run_1/congestion_map.png
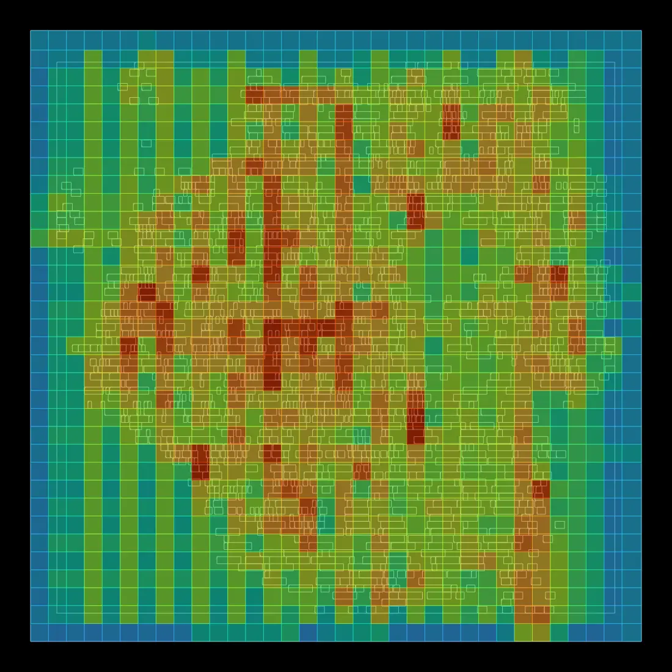
run_1/layers.png
The bar under the picture is 50 um long.
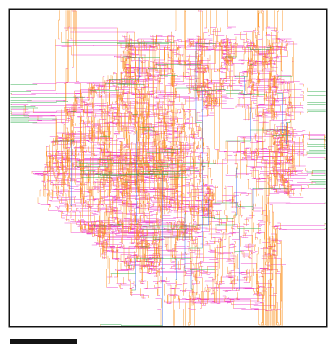
run_1/ff_map.png
The bar under the picture is 50 um long.
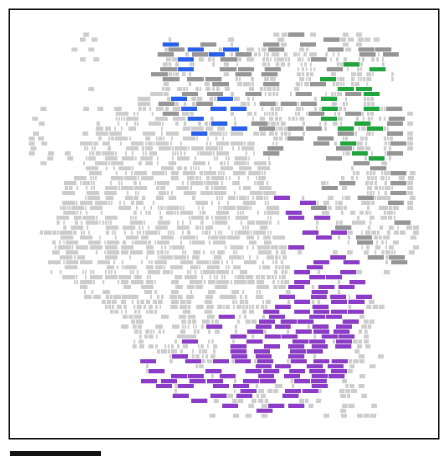
$ cat src/rtl/mas_mul_bist_if.sv
// ============================================================================
// mas_mul_bist_if : control, status and multiplier-facing bus of mas_mul_bist
// Rev 1.0 -- optional inj_err under MAS_MUL_BIST_ERR_INJECT_EN
// ============================================================================
`default_nettype none

interface mas_mul_bist_if #(
  parameter int unsigned WIDTH = 16
);
  logic                 start;
  logic [WIDTH-1:0]     mul_in1;
  logic [WIDTH-1:0]     mul_in2;
  logic [2*WIDTH-1:0]   mul_res;
  logic                 busy;
  logic                 done;
  logic                 pass;
  logic [15:0]          err_cnt;
  logic [15:0]          first_err_idx;
`ifdef MAS_MUL_BIST_ERR_INJECT_EN
  logic                 inj_err;

  modport master (
    output start, inj_err, mul_res,
    input  mul_in1, mul_in2, busy, done, pass, err_cnt, first_err_idx
  );
  modport slave (
    input  start, inj_err, mul_res,
    output mul_in1, mul_in2, busy, done, pass, err_cnt, first_err_idx
  );
`else
  modport master (
    output start, mul_res,
    input  mul_in1, mul_in2, busy, done, pass, err_cnt, first_err_idx
  );
  modport slave (
    input  start, mul_res,
    output mul_in1, mul_in2, busy, done, pass, err_cnt, first_err_idx
  );
`endif
endinterface

`default_nettype wire

$ cat src/rtl/mas_mul_bist.sv
// ============================================================================
// mas_mul_bist : LFSR-driven self-test engine for the radix multiplier
// Rev 1.0 -- optional error injection under MAS_MUL_BIST_ERR_INJECT_EN
// ============================================================================
`default_nettype none

module mas_mul_bist #(
  parameter int unsigned WIDTH   = 16,
  parameter int unsigned LAT     = 4,
  parameter int unsigned NUM_VEC = 256,
  parameter int unsigned SEED    = 16'hACE1,
  parameter int unsigned POLY    = 16'hB400
) (
  input  logic           clk,
  input  logic           rst,
  mas_mul_bist_if.slave  bus
);

  localparam int unsigned      c_half       = WIDTH / 2;
  localparam logic [WIDTH-1:0] c_seed_trunc = WIDTH'(SEED);
  localparam logic [WIDTH-1:0] c_seed       = (c_seed_trunc == '0) ? WIDTH'(1) : c_seed_trunc;
  localparam logic [WIDTH-1:0] c_poly       = WIDTH'(POLY);
  localparam logic [15:0]      c_last_vec   = 16'(NUM_VEC - 1);
  localparam logic [3:0]       c_last_drain = 4'(LAT - 1);

  typedef enum logic [1:0] {
    S_IDLE  = 2'd0,
    S_RUN   = 2'd1,
    S_DRAIN = 2'd2,
    S_DONE  = 2'd3
  } state_t;

  state_t               state_q;
  logic [WIDTH-1:0]     lfsr_q;
  logic [WIDTH-1:0]     lfsr_d;
  logic [WIDTH-1:0]     rot_d;
  logic [15:0]          issue_cnt_q;
  logic [15:0]          chk_cnt_q;
  logic [3:0]           drain_cnt_q;
  logic [WIDTH-1:0]     in1_q;
  logic [WIDTH-1:0]     in2_q;
  logic                 drv_vld_q;
  logic [2*WIDTH-1:0]   prod_d;
  logic [2*WIDTH-1:0]   exp_q [LAT];
  logic [LAT-1:0]       vld_q;
  logic                 mismatch_d;
  logic [15:0]          err_cnt_q;
  logic [15:0]          err_cnt_d;
  logic [15:0]          first_err_q;
  logic [15:0]          first_err_d;
  logic                 busy_q;
  logic                 done_q;
  logic                 pass_q;
  logic                 leave_done_d;

  assign lfsr_d = lfsr_q[0] ? ((lfsr_q >> 1) ^ c_poly) : (lfsr_q >> 1);
  assign rot_d  = (lfsr_q << c_half) | (lfsr_q >> (WIDTH - c_half));

`ifdef MAS_MUL_BIST_ERR_INJECT_EN
  logic inj_q;
  logic flip_q;
  // The flip travels with vector 0's operands so it lands on that product only.
  assign prod_d = ((2*WIDTH)'(in1_q) * (2*WIDTH)'(in2_q)) ^ (2*WIDTH)'(flip_q);
`else
  assign prod_d = (2*WIDTH)'(in1_q) * (2*WIDTH)'(in2_q);
`endif

  assign mismatch_d   = vld_q[LAT-1] && (exp_q[LAT-1] != bus.mul_res);
  assign leave_done_d = (state_q == S_DONE) && bus.start;

  // Final check and DONE entry share an edge, so pass must see this cycle's miss.
  always_comb begin
    err_cnt_d   = err_cnt_q;
    first_err_d = first_err_q;
    if (mismatch_d) begin
      if (err_cnt_q != 16'hFFFF) err_cnt_d = err_cnt_q + 16'd1;
      if (first_err_q == 16'hFFFF) first_err_d = chk_cnt_q;
    end
  end

  always_ff @(posedge clk or posedge rst) begin
    if (rst) begin
      state_q     <= S_IDLE;
      lfsr_q      <= c_seed;
      issue_cnt_q <= '0;
      chk_cnt_q   <= '0;
      drain_cnt_q <= '0;
      in1_q       <= '0;
      in2_q       <= '0;
      drv_vld_q   <= 1'b0;
      vld_q       <= '0;
      for (int i = 0; i < int'(LAT); i++) exp_q[i] <= '0;
      err_cnt_q   <= '0;
      first_err_q <= '0;
      busy_q      <= 1'b0;
      done_q      <= 1'b0;
      pass_q      <= 1'b0;
`ifdef MAS_MUL_BIST_ERR_INJECT_EN
      inj_q       <= 1'b0;
      flip_q      <= 1'b0;
`endif
    end else begin
      exp_q[0] <= prod_d;
      vld_q[0] <= drv_vld_q;
      for (int i = 1; i < int'(LAT); i++) begin
        exp_q[i] <= exp_q[i-1];
        vld_q[i] <= vld_q[i-1];
      end
      if (vld_q[LAT-1]) chk_cnt_q <= chk_cnt_q + 16'd1;
      err_cnt_q   <= err_cnt_d;
      first_err_q <= first_err_d;

      in1_q     <= '0;
      in2_q     <= '0;
      drv_vld_q <= 1'b0;
`ifdef MAS_MUL_BIST_ERR_INJECT_EN
      flip_q    <= 1'b0;
`endif
      busy_q <= (state_q == S_RUN) || (state_q == S_DRAIN);
      done_q <= (state_q == S_DONE) && !leave_done_d;
      pass_q <= (state_q == S_DONE) && !leave_done_d && (err_cnt_d == 16'd0);

      case (state_q)
        S_IDLE, S_DONE: begin
          if (bus.start) begin
            state_q     <= S_RUN;
            lfsr_q      <= c_seed;
            issue_cnt_q <= '0;
            chk_cnt_q   <= '0;
            err_cnt_q   <= '0;
            first_err_q <= 16'hFFFF;
`ifdef MAS_MUL_BIST_ERR_INJECT_EN
            inj_q       <= bus.inj_err;
`endif
          end
        end
        S_RUN: begin
          in1_q       <= lfsr_q;
          in2_q       <= rot_d;
          drv_vld_q   <= 1'b1;
          lfsr_q      <= lfsr_d;
          issue_cnt_q <= issue_cnt_q + 16'd1;
`ifdef MAS_MUL_BIST_ERR_INJECT_EN
          flip_q      <= inj_q && (issue_cnt_q == 16'd0);
`endif
          if (issue_cnt_q == c_last_vec) begin
            state_q     <= S_DRAIN;
            drain_cnt_q <= '0;
          end
        end
        S_DRAIN: begin
          if (drain_cnt_q == c_last_drain) state_q <= S_DONE;
          else drain_cnt_q <= drain_cnt_q + 4'd1;
        end
        default: state_q <= S_IDLE;
      endcase
    end
  end

  assign bus.mul_in1       = in1_q;
  assign bus.mul_in2       = in2_q;
  assign bus.busy          = busy_q;
  assign bus.done          = done_q;
  assign bus.pass          = pass_q;
  assign bus.err_cnt       = err_cnt_q;
  assign bus.first_err_idx = first_err_q;

endmodule

`default_nettype wire

$ cat src/flat_wrapper.sv
// flat-port wrapper written by rule: the top's interface ports become plain ports
module mas_mul_bist_flat 
#(
  parameter int unsigned WIDTH   = 16,
  parameter int unsigned LAT     = 4,
  parameter int unsigned NUM_VEC = 256,
  parameter int unsigned SEED    = 16'hACE1,
  parameter int unsigned POLY    = 16'hB400
)
  (clk, rst, bus_start, bus_mul_res, bus_mul_in1, bus_mul_in2, bus_busy, bus_done, bus_pass, bus_err_cnt, bus_first_err_idx);
  mas_mul_bist_if #(.WIDTH(WIDTH)) bus_i ();
  input  logic clk;
  input  logic rst;
  input wire logic [$bits(bus_i.start)-1:0] bus_start;
  input wire logic [$bits(bus_i.mul_res)-1:0] bus_mul_res;
  output wire logic [$bits(bus_i.mul_in1)-1:0] bus_mul_in1;
  output wire logic [$bits(bus_i.mul_in2)-1:0] bus_mul_in2;
  output wire logic [$bits(bus_i.busy)-1:0] bus_busy;
  output wire logic [$bits(bus_i.done)-1:0] bus_done;
  output wire logic [$bits(bus_i.pass)-1:0] bus_pass;
  output wire logic [$bits(bus_i.err_cnt)-1:0] bus_err_cnt;
  output wire logic [$bits(bus_i.first_err_idx)-1:0] bus_first_err_idx;
  assign bus_i.start = bus_start;
  assign bus_i.mul_res = bus_mul_res;
  assign bus_mul_in1 = bus_i.mul_in1;
  assign bus_mul_in2 = bus_i.mul_in2;
  assign bus_busy = bus_i.busy;
  assign bus_done = bus_i.done;
  assign bus_pass = bus_i.pass;
  assign bus_err_cnt = bus_i.err_cnt;
  assign bus_first_err_idx = bus_i.first_err_idx;
  mas_mul_bist #(.WIDTH(WIDTH), .LAT(LAT), .NUM_VEC(NUM_VEC), .SEED(SEED), .POLY(POLY)) u_core (.clk(clk), .rst(rst), .bus(bus_i));
endmodule
$ cat config.mk
export PLATFORM = sky130hd
export DESIGN_NAME = mas_mul_bist_flat
export DESIGN_NICKNAME = d
export VERILOG_FILES = /design/src/rtl/mas_mul_bist_if.sv /design/src/rtl/mas_mul_bist.sv /design/src/flat_wrapper.sv
export SDC_FILE = /design/constraint.sdc
export NUM_CORES = 1
export LEC_CHECK = 0
export CAP_MARGIN = 0
export CORE_MARGIN = 10
export CORE_UTILIZATION = 35
export CTS_BUF_LIST = sky130_fd_sc_hd__clkbuf_2
export CTS_CLUSTER_DIAMETER = 120
export DETAILED_ROUTE_END_ITERATION = 16
export HOLD_SLACK_MARGIN = 0.02
export PLACE_DENSITY_LB_ADDON = 0.3
export SLEW_MARGIN = 5
export SYNTH_ARGS = -nofsm -noshare
export SYNTH_HDL_FRONTEND = slang
export SYNTH_SLANG_ARGS = --single-unit
$ cat constraint.sdc
create_clock -name clk -period 9.8 [get_ports clk]
set_clock_uncertainty 0.15 [all_clocks]
set_input_delay 1.47 -clock clk [delete_from_list [all_inputs] [get_ports clk]]
set_output_delay 1.47 -clock clk [all_outputs]
set_load 0.005 [all_outputs]
==> git commit body, run 1 <==
Add synthesis and place-and-route results

- Result of the run: finished clean
* Period Utilization, post-route: 70.4%
* Quantity of I/O buffers inserted on ports: 101
- By area the synthesized netlist is led by dfrtp_1 (36%), fa_1 (21%), ha_1 (9.3%).
* Vias post-DR: 10732
- Pre-Repair DR Iteration Count: 5
* CP dominant cell by count: fa_1
- Latest clock arrival within the worst-skew pair: 0.84 ns
- The final report gives the standard cell area, fillers excluded, as 18200 um^2.
* Buffering overhead: under 10%
- Headroom to the max-slew limit: 29.9%
- The detailed router reports a met3 wire length of 1.91 mm.
- Counting along the longest clock path gives a buffer depth of 3.
* Highest metal layer used by the detailed router: met4
- Placed wire-length estimate: 29.1 mm
* Global placer's final weighted congestion: 0.908
* Number of signal-net buffers in the layout: between 100 and 150
- The data required time reported for the critical path is 10.35 ns.
- The violation tally recorded at the end of detailed-routing iteration 0 is 518.
* Clock tree from TritonCTS: done
- Share of synthesized registers carrying an async set or reset: 100%
- Across all stage logs, warnings added up to 36.
* Die height: ~240 um
- Number of enable-type register cells in the synthesized netlist: 0
* Destination of the worst register-to-register timing path: u_core.exp_q[123]
- On the critical path, the stage with the largest delay is an instance of dfrtp_1.
- After layout, the inverter instance count without clock inverters stands at 281.
- For hold timing, the worst endpoint is u_core.exp_q[65].
- Per the Yosys statistics, synthesis produced 1518 cells.
- Cell area after technology mapping: between 15000 and 20000 um^2
* Chip Area: 55300 um^2
- Clock tree synthesis inserted a total of 57 buffers.
* Number of cells on the worst reg-to-reg path: 20
- Share of the core filled by cells before placement: 35.6%
- Count of H-tree levels built during CTS: 2
- The warning tally printed by Yosys for this design is 0.
* Number of register bits inferred by synthesis: 238
- The script logs the ratio of routed vias to standard cells as 4.73.
- Sequential standard cell area: 5970 um^2
-- congestion_map.png (at the start) --
global routing met3 resource utilization: 2.61%
grt met2 use: 23.5%
utilization after layout: 40.0%

-- layers.png (at the start) --
orange -> M2  # wire length 18900 um
green -> M3  # wire length 1910 um
magenta -> M1  # wire length 16600 um
blue -> M4  # wire length 716 um

-- ff_map.png (at the start) --
purple -> u_core.exp_q  # flops 128
blue -> u_core.bus.mul_in1  # flops 15, where north
green -> u_core.chk_cnt_q  # flops 16, where north-east
not colored = 79

==> run 1: worst max-delay path: cells and delay by family (launching register included) <==
family          cells  cell delay, ns
compound gates      5            1.28
xor+xnor            1            0.19
fa+ha+maj           7            3.31
buf+inv             4            0.22
flops               1            0.99
simple gates        3            0.63
==> run 1: where the power goes <==
part | leakage (nW) | switching, W | total (W) | internal, W
Combinational | 6.21 | 0.00140 | 0.00240 | 0.00101
Sequential | 3.07 | 0.000318 | 0.00161 | 0.00129
Clock | 0.385 | 0.000371 | 0.000621 | 0.000250
Total | 9.66 | 0.00209 | 0.00463 | 0.00255
==> run 1: synthesized netlist by cell type (2+ instances only) <==
cell and number:
and2_1 63, mux2i_1 8, a21oi_1 35, nand2b_1 3, o21bai_1 3, o21a_1 2, o211ai_1 2, a31oi_1 6
buf_4 16, ha_1 120, buf_1 3, nand3_1 30, a211oi_1 2, a22o_1 10, o22a_1 6, nand4b_1 2
o21ai_1 5, a311oi_1 2, nor4_1 11, nor3b_1 2, dfrtp_1 230, a21o_1 18, nor2b_1 6, a21boi_0 2
o221ai_1 2, a31o_2 2, clkbuf_1 31, xor2_1 67, o21ai_0 36, and4_1 2, or2_2 2, nor3_1 14
and3_1 10, xnor2_1 38, nand4_1 24, nor2_1 82, or3_1 8, nand3b_1 2, fa_1 172, dfstp_2 8
nand2_1 126, inv_1 281
==> run 1: logic make-up after synthesis <==
group	synth area share (%)
DFF	36.8
buffers and inverters	8.07
xor gates and xnor gates	5.67
adders and majority gates	30.5
AOI/OAI and AO/OA	6.33
muxes	0.494
and+or+nand+nor	12.1
run_1/class_map.png
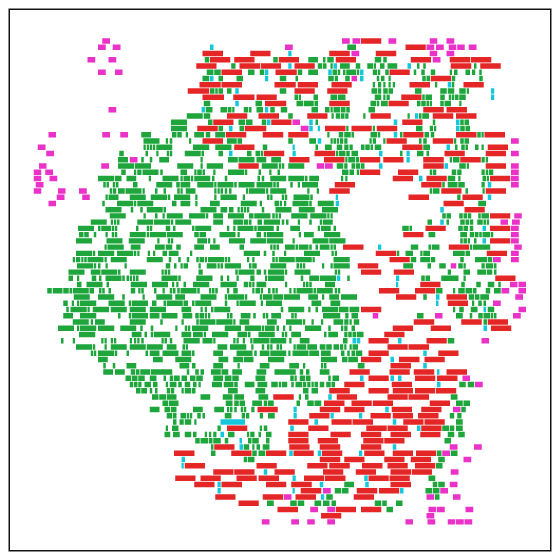

==> run 2: changes to the inputs <==
==> constraint.sdc (replaced) <==
create_clock -name clk -period 6.6 [get_ports clk]
set_clock_uncertainty 0.15 [all_clocks]
set_input_delay 0.99 -clock clk [delete_from_list [all_inputs] [get_ports clk]]
set_output_delay 0.99 -clock clk [all_outputs]
set_load 0.005 [all_outputs]
run_2/class_map.png
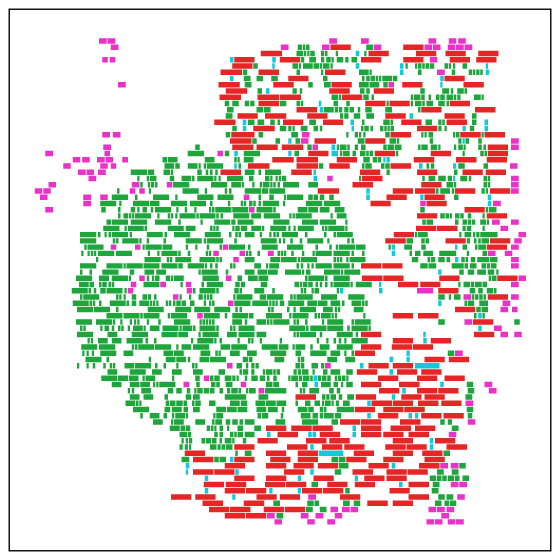
magenta -> remaining buffers and delay cells  # cells 141
red -> registers  # cells 238
cyan -> clock drivers and dummy loads  # cells 93
green -> remaining logic cells  # cells 1229

==> git commit body, run 2 <==
Add synthesis and place-and-route results

- The flow ran to the end, and the final reports show no timing, DRC or antenna violations.
- As reported, the later end of the worst-skew pair has a clock insertion delay of between 0.9 and 1 ns.
- TritonCTS created 54 clock buffers.
* Synth area leaders: dfrtp_1 (36%), fa_1 (21%), ha_1 (9.3%)
* Reported clock group power: 0.000933 W
- For this design, Yosys synthesis ends with a cell count of 1518.
* Post-synthesis adder-cell area fraction: 30.5%
* Internal power summed over all cells: just under 0.004 W
- inv_1 is the most common cell in the netlist.
- The first TritonRoute pass finished after 5 iterations.
- Family of cells with the greatest summed delay on the critical path: adder cells
- Most instantiated cells after synthesis: inv_1 (281), dfrtp_1 (230), fa_1 (172), nand2_1 (126), ha_1 (120)
- For the worst reg-to-reg path, the endpoint reported by OpenROAD is u_core.exp_q[122].
- In this run, power in flip-flops and latches comes to 0.00231 W.
* Vias post-DR: 10784
* Number of enable-type register cells in the synthesized netlist: 0
* Die height: 235 um
- CP dominant cell by count: fa_1
* Share of total power in combinational logic: between 50% and 60%
- Maximum number of buffers from clock root to sink: 3
- Combinational power: roughly 0.0038 W
- Share of synthesized registers carrying an async set or reset: 100%
- Yosys warning tally: 0
- Global placer's final weighted congestion: between 0.8 and 0.9
- The violation tally recorded at the end of detailed-routing iteration 0 is about 580.
[run 2: kinds of logic (layout without fill, tap and decap cells)]
group,after synthesis,count (layout)
multiplexers,8,8
flip-flops,238,238
buffers and inverters,332,515
XOR/XNOR,105,105
other,0,2
AND/OR/NAND/NOR,396,396
AND-OR/OR-AND,147,147
adder cells (fa/ha/maj),292,292
[run 2: layout make-up]
class                           count  area (um^2)
Fill cell                        4460        27000
Multi-Input combinational cell    948         8940
Sequential cell                   238         5980
Timing Repair Buffer              141         1320
Inverter                          281         1060
Tap cell                          600          751
Clock buffer                       73          365
Clock inverter                     20          136
Antenna cell                        2         5.00
[run 2: metrics by stage]
step | instance area [um^2] | hold WS (ns) | std cells | util, % | power (W)
floorplan | 16200 | 0.181 | 1518 | - | 0.00472
global placement | 18000 | 0.181 | 2207 | 39.6 | 0.00613
detailed placement | 18000 | 0.185 | 2207 | 39.6 | 0.00618
CTS | 18500 | 0.191 | 2300 | 40.7 | 0.00717
global route | 18600 | 0.207 | 2302 | 40.7 | 0.00775
finish | 18600 | 0.180 | 2303 | 40.7 | 0.00705
[run 2: repair_timing]
action / in CTS / in global routing
setup endpoints to repair: 0 / 8
resized: 0 / 16
buffers inserted: 0 / 1
[run 2: how the worst min path moves through the flow]
stage / to
2_1_floorplan: u_core.exp_q[0]
4_1_cts: u_core.exp_q[93]
5_1_grt: u_core.exp_q[21]
6_report: u_core.exp_q[93]
3_5_place_dp: u_core.exp_q[15]
3_3_place_gp: u_core.vld_q[0]
[run 2: layer usage]
metal	vias to the layer above	global-route usage, %	wire (um)
met4	0	3.47	529
li1	5099	-	-
met3	37	2.58	1850
met1	5419	18.2	17100
met2	229	23.0	18500
met5	-	0	0
run_2/ff_map.png
The bar under the picture is 50 um long.
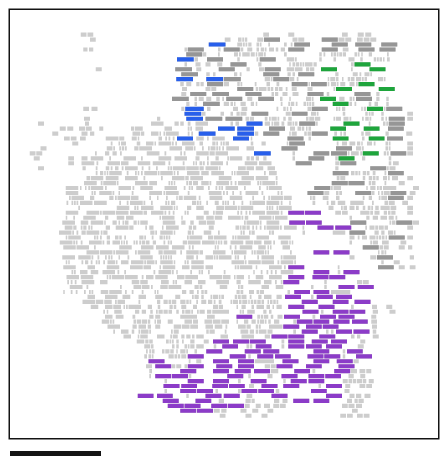

==> run 3: changes to the inputs <==
--- a/config.mk
+++ b/config.mk
@@ -13,6 +13,7 @@
 export DETAILED_ROUTE_END_ITERATION = 16
 export HOLD_SLACK_MARGIN = 0.02
 export PLACE_DENSITY_LB_ADDON = 0.3
+export REMOVE_ABC_BUFFERS = 1
 export SLEW_MARGIN = 5
 export SYNTH_ARGS = -nofsm -noshare
 export SYNTH_HDL_FRONTEND = slang
run_3/ff_map.png
The bar under the picture is 50 um long.
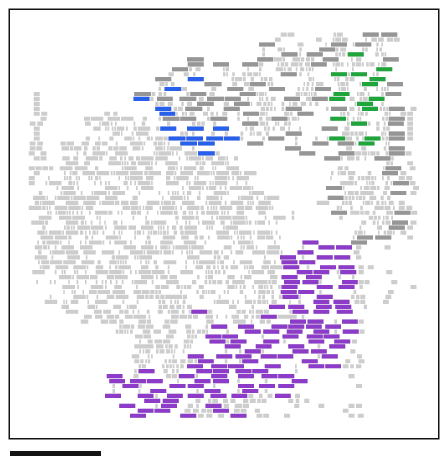
blue -> u_core.bus.mul_in1  # flops 15, where north
green -> u_core.chk_cnt_q  # flops 16, where north-east
purple -> u_core.exp_q  # flops 128
not colored = 79

==> git commit body, run 3 <==
Add synthesis and place-and-route results

* CP dominant cell by count: fa_1
* Chip Area: between 50000 and 60000 um^2
* Instance area at placement: around 18000 um^2
- By area the synthesized netlist is led by dfrtp_1 (36%), fa_1 (21%), ha_1 (9.3%).
- Wire segments on met3 add up to 2.09 mm in the final route.
* Hold-fix buffers, CTS: 0
* Highest metal layer used by the detailed router: met4
- Maximum number of buffers from clock root to sink: 3
* Number of enable-type register cells in the synthesized netlist: 0
- The detailed router finished its first iteration with 692 violations.
- Buffers and inverters on the worst path: 5
- Total power draw: about 0.0072 W
* Yosys warning tally: 0
- Detailed placement ended at an HPWL of 29.8 mm.
- For this block, the via count after detailed routing is 10831.
- Number of cells on the worst reg-to-reg path: 20
- Per the OpenROAD floorplan log, the height of the die is ~240 um.
* Clock tree from TritonCTS: done
* Share of the core filled by cells before placement: 35.6%
- CP Depth: 20
- Yosys reports that the most numerous cell types are inv_1 (281), dfrtp_1 (230), fa_1 (172), nand2_1 (126), ha_1 (120).
- Before antenna repair, the detailed router went through 5 iterations.
- The detailed router put a total of 17.6 mm of wire on met1.
* Cell area after technology mapping: 16200 um^2
- Looking at the gate-level netlist, the highest instance count belongs to inv_1.
- The synthesis stat section lists a flop and latch total of 238.
- The logs give a warning total of 34.
- After synthesis, the design contains roughly 1500 cells according to Yosys.
* Global routing met3 resource utilization: 2.55%
* Quantity of I/O buffers inserted on ports: around 100
* Leading cell type in the layout, fill and taps excluded: inv_1
* Destination of the worst register-to-register timing path: u_core.exp_q[119]
- Clock tree synthesis inserted a total of slightly below 60 buffers.
- Global routing put the most usage on met2.
- Result of the run: finished clean
- The kind of cell with the highest combined delay along the critical path is adder cells.
- Per the detail_route report, vias per standard cell equal roughly 4.7.
==> run 3: stage by stage <==
stage               setup WS [ns]  utilization (%)  hold slack, ns  instances
floorplan                   -1.06                -           0.181       1467
global route              0.00228             40.8           0.135       2311
global placement            0.266             39.5           0.183       2203
CTS                         0.176             40.8          0.0850       2310
finish                      0.209             40.8          0.0826       2311
detailed placement          0.195             39.5           0.185       2203
==> run 3: worst min path at each step <==
stage                     start               end  cells past startpoint
2_1_floorplan  u_core.exp_q[32]   u_core.exp_q[0]                      0
3_3_place_gp    u_core.vld_q[0]   u_core.vld_q[1]                      0
3_5_place_dp   u_core.exp_q[46]  u_core.exp_q[14]                      0
4_1_cts        u_core.exp_q[45]  u_core.exp_q[13]                      0
5_1_grt        u_core.exp_q[45]  u_core.exp_q[13]                      0
6_report       u_core.exp_q[45]  u_core.exp_q[13]                      0
==> run 3: area by class of cell <==
type / count / area [um^2]
multi-input combinational: 948 / 8940
fill: 4456 / 27000
tap: 600 / 751
clock buffer: 88 / 440
sequential: 238 / 5980
clock inverter: 19 / 134
timing repair buffer: 136 / 1290
antenna: 1 / 2.50
inverter: 281 / 1060
==> run 3: power by group <==
group	total (W)	switching, W	internal [W]	leakage, nW
registers	0.00228	0.000354	0.00192	3.06
logic	0.00386	0.00225	0.00162	6.38
clock network	0.00102	0.000579	0.000436	0.433
==> run 3: kinds of logic (layout without fill, tap and decap cells) <==
group	count (synthesis)	after routing	share of synthesized area, %
AOI/OAI and AO/OA	147	147	6.33
xor gates and xnor gates	105	105	5.67
adders and majority gates	292	292	30.5
buffers and inverters	332	524	8.07
DFF	238	238	36.8
muxes	8	8	0.494
other	0	1	0
and+or+nand+nor	396	396	12.1
==> run 3: repair_timing <==
item | in CTS | in global routing
setup buffers | 0 | 0
resized | 0 | 9
setup endpoints to repair | 0 | 6
Power is estimated from default activity; no workload was simulated.
